Design sa_result_collector, sky130hd; sources not shown.
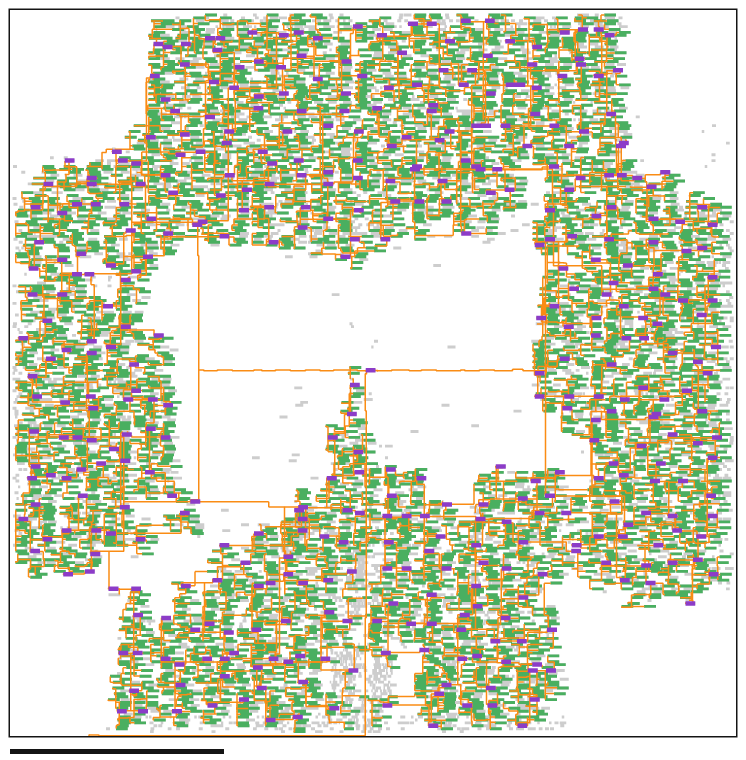
(images/clock_wires.png)
Scale bar: 200 um.
Key: flip-flops = green [count 4160]; clock wires = orange [length 47.3 mm]; clock-net drivers = purple [count 429]
Position of the flops: spread over the die. There are 430 routed clock nets.
clock share of power: 29.0%
Late-Pin Clk Latency: 0.97 ns

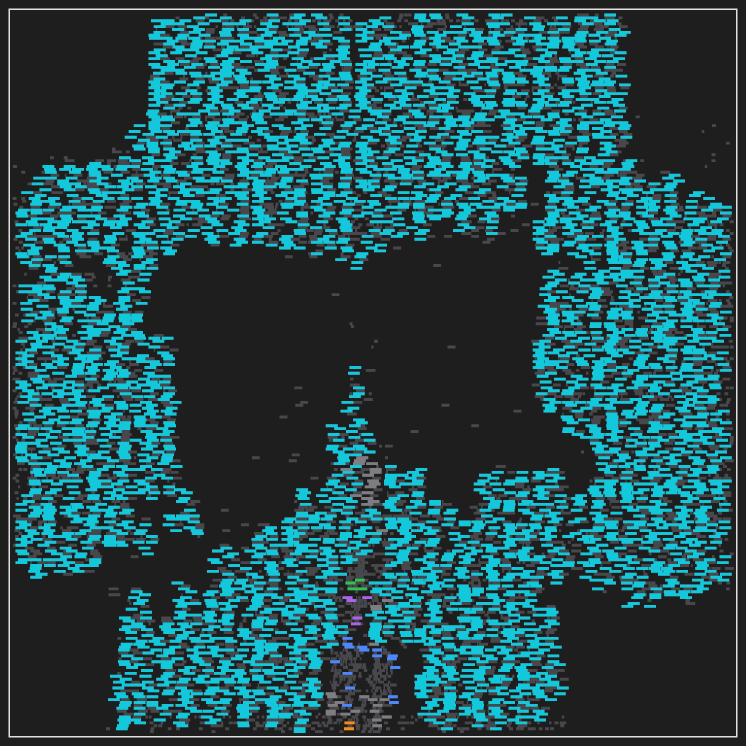
(images/ff_map.png)
Key: rows_in_q = blue [placed flops 16, where bottom center]; state_q = orange [placed flops 2]; mem_row = cyan [placed flops 4096, where spread over the die]; count_q = purple [placed flops 5, where bottom center]; wr_ptr_q = green [placed flops 4, where bottom center]
Another 37 sequential cells are not colored.
Seq power: 0.0247 W
Seq area share: 66.9%

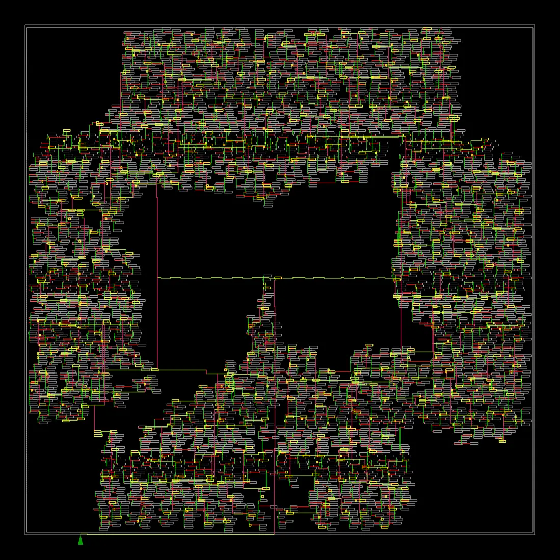
(images/clock_nets.png)
Num CTS Buffers: 429
Flops: 4160

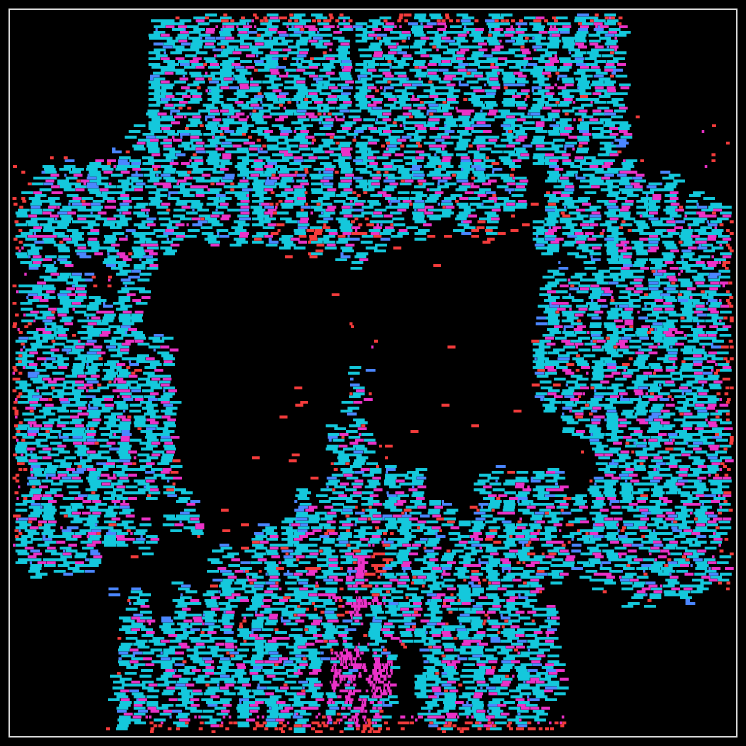
(images/class_map.png)
Key: remaining logic cells = magenta [cells 1846]; clock drivers and dummy loads = blue [cells 786]; registers = cyan [cells 4160]; remaining buffers and delay cells = red [cells 726]
cell area after layout: 0.186 sq mm
Rows: 247
core area: 0.452 sq mm
Core Util, Final: 41.2%

==> flow_metrics.env <==
# source this file to load flow results
export IMPL_drt_wl_total_um=392000
export IMPL_max_stage_delay_ns=1.00
export IMPL_io_buffers=537
export IMPL_gp_congestion=0.761
export IMPL_grtUsageMet1_pct=21.7
export IMPL_worstMarginPinSlew_ns=1.06
export IMPL_post_cts_resized=0
export IMPL_postSynthSeqShare_pct=78.5
export IMPL_ff2ff_setup_slack_ns=4.11
export IMPL_synth_edff_count=4112
export IMPL_grt_busiest_layer="met2"
export IMPL_p_sw_share_pct=29.7
export IMPL_netlist_area_sq_mm=0.159
export IMPL_synth_cell_type_count=66
export IMPL_area_growth_pct=17.3
export IMPL_cts_max_path_buffers=4
export IMPL_cp_cell_sequence="buf_12 -> mux4_2 -> mux4_2 -> and2_1 -> clkdlybuf4s50_1"
export IMPL_slew_violations=0
export IMPL_cpMostUsedCell="mux4_2"
export IMPL_antenna_found_initial=90
export IMPL_ys_warnings_count=0
export IMPL_layout_drive_gt1_share_pct=28.1
export IMPL_boundaryPins=538
export IMPL_die_w_um=678
export IMPL_period_used_pct=83.8
export IMPL_fmax_ghz=0.145
export IMPL_drt_first_iter_violations=6587
export IMPL_hold_path_class="reg2reg"
export IMPL_setup_violations=0
export IMPL_yosysChipArea_sq_mm=0.159
export IMPL_endpoint_kind="output pin"
export IMPL_slowest_stage="dfrtp_4"
export IMPL_synth_area_per_cell_sq_um=25.1
export IMPL_tns_ns=0
export IMPL_synth_async_sr_flop_share_pct=1.15
export IMPL_required_ns=6.10
export IMPL_dp_hpwl_um=203000
export IMPL_max_cap_violations=0
export IMPL_arrival_ns=4.77
export IMPL_p_per_area_mw_per_mm2=342
export IMPL_die_area_sq_mm=0.459
export IMPL_syn_nets=6629
export IMPL_reg2reg_depth=7
export IMPL_max_slew_margin_pct=29.4
export IMPL_clkSinkCount=4160
export IMPL_syn_inst=6337
export IMPL_flop_cell="edfxtp_1"
export IMPL_die_y_um=678
export IMPL_hold_viol_final=0
export IMPL_status="finished clean"
export IMPL_vias=71744
export IMPL_largest_reg_flops=4096
export IMPL_vias_per_cell=5.31
export IMPL_grt_pass1_wl_um=560000
export IMPL_use_met2_pct=29.5
export IMPL_overflow=0
export IMPL_grt_max_degree=117
export IMPL_openroad_warnings=49
export IMPL_dr_pass1_iters=8
export IMPL_post_cts_buffers=0
export IMPL_postCtsHoldBufs=0
export IMPL_ys_flops=4160
export IMPL_initial_utilization_pct=35.1
export IMPL_critPathMaxFanout=84
export IMPL_p_int_w=0.0448
export IMPL_startpoint_type="register"
export IMPL_p_sw_w=0.0189
export IMPL_grt_pass1_vias=75458
export IMPL_path_class="reg2out"
export IMPL_path_clk_slew_ns=0.06
export IMPL_vdd_ir_drop_max_mv=0.270
export IMPL_cts_root_buffer="clkbuf_16"
export IMPL_cts_tree="built"
export IMPL_rsz0062_at_grt="no"
export IMPL_power_sequential_fraction_pct=38.8
export IMPL_p_leak_nw=57.1
export IMPL_synth_cells_yosys=6337
export IMPL_gr_usage_met3_pct=2.40
export IMPL_detail_route_wl_per_cell_um=29.0
export IMPL_antenna_left=0
export IMPL_drc=0
export IMPL_nNetsFinal=7455
export IMPL_htree_levels=5
export IMPL_fin_crit_ns=6.87
export IMPL_combPwrFrac_pct=32.2
export IMPL_grt_usage_pct=16.8
export IMPL_hold_depth=1
## metal layers
metal	up-vias	share of wire, %	routed length (um)
li1	29124	-	-
met1	39768	40	156000
met3	621	5.3	20800
met5	-	0.067	264
met2	2191	52	205000
met4	40	2.5	9860
## critical path: cells and delay by family, from the launching register on
family	cells	cell delay (ns)
buffers and inverters	2	1.18
DFF	1	1.00
muxes	2	1.15
and+or+nand+nor	1	0.26
## power groups by stage
stage | logic (W) | clock network [W] | registers, W
after floorplan | 0.0133 | 0 | 0.0250
final | 0.0205 | 0.0185 | 0.0247
after global routing | 0.0217 | 0.0197 | 0.0248
after global placement | 0.0209 | 0 | 0.0251
after detailed placement | 0.0210 | 0 | 0.0252
after CTS | 0.0210 | 0.0189 | 0.0247
## cell families after synthesis
group / share of synthesized area, %
AND/OR/NAND/NOR: 1.54
adder cells (fa/ha/maj): 0.123
flip-flops: 78.5
XOR/XNOR: 0.231
AND-OR/OR-AND: 0.270
buffers and inverters: 1.01
multiplexers: 18.4
## cell type report
type                       instances  area [sq um]
clock inverter                   253          2140
inverter                          15          56.3
sequential                      4160        125000
tap                             5976          7480
antenna                           21          52.6
timing repair buffer             726          8120
clock buffer                     533         11300
fill                           38832        266000
multi-input combinational       1831         32700
## cell usage in the layout, fill, tap and decap left out, types with 16 or more instances in the layout
master           instances
nor2_1                  23
clkdlybuf4s50_1        536
dfrtp_1                 44
mux4_2                1285
and2_4                  16
edfxtp_1              4112
diode_2                 21
bufinv_16               20
and2_1                 257
clkbuf_1                96
clkinv_1               106
clkbuf_16              434
nand2_1                 30
buf_4                   86
clkinv_2                82
buf_12                  98
mux2_2                  17
o21ai_0                 35
xnor2_1                 25
## Yosys cell counts, types with 4 or more instances
cell type / count / area share [%]
inv_1: 15 / 0.035
and2_1: 273 / 1.1
nand4_1: 8 / 0.031
dfrtp_1: 48 / 0.76
buf_6: 15 / 0.11
xnor2_1: 25 / 0.14
and3_1: 5 / 0.020
nand3_1: 15 / 0.047
ha_1: 14 / 0.11
mux2_2: 17 / 0.12
nor3_1: 9 / 0.028
o31ai_1: 4 / 0.019
nor4_4: 4 / 0.054
buf_1: 39 / 0.092
mux4_2: 1285 / 18
nor4_1: 7 / 0.028
nor2_1: 23 / 0.054
a21oi_1: 8 / 0.025
edfxtp_1: 4112 / 78
buf_4: 27 / 0.13
nand2_1: 30 / 0.071
o21ai_0: 35 / 0.11
buf_2: 77 / 0.24
clkbuf_1: 172 / 0.41
xor2_1: 15 / 0.083
## stage by stage
stage	power (W)	cells	hold slack (ns)	setup WS (ns)	instance area, sq um
floorplan	0.0383	6337	0.397	-1.20	159000
global placement	0.0460	12703	0.433	2.23	173000
detailed placement	0.0461	12708	0.431	2.18	173000
CTS	0.0647	13494	0.443	1.10	186000
global route	0.0662	13509	0.483	1.08	186000
finish	0.0637	13515	0.440	1.33	186000
Power and IR drop assume default switching activity.
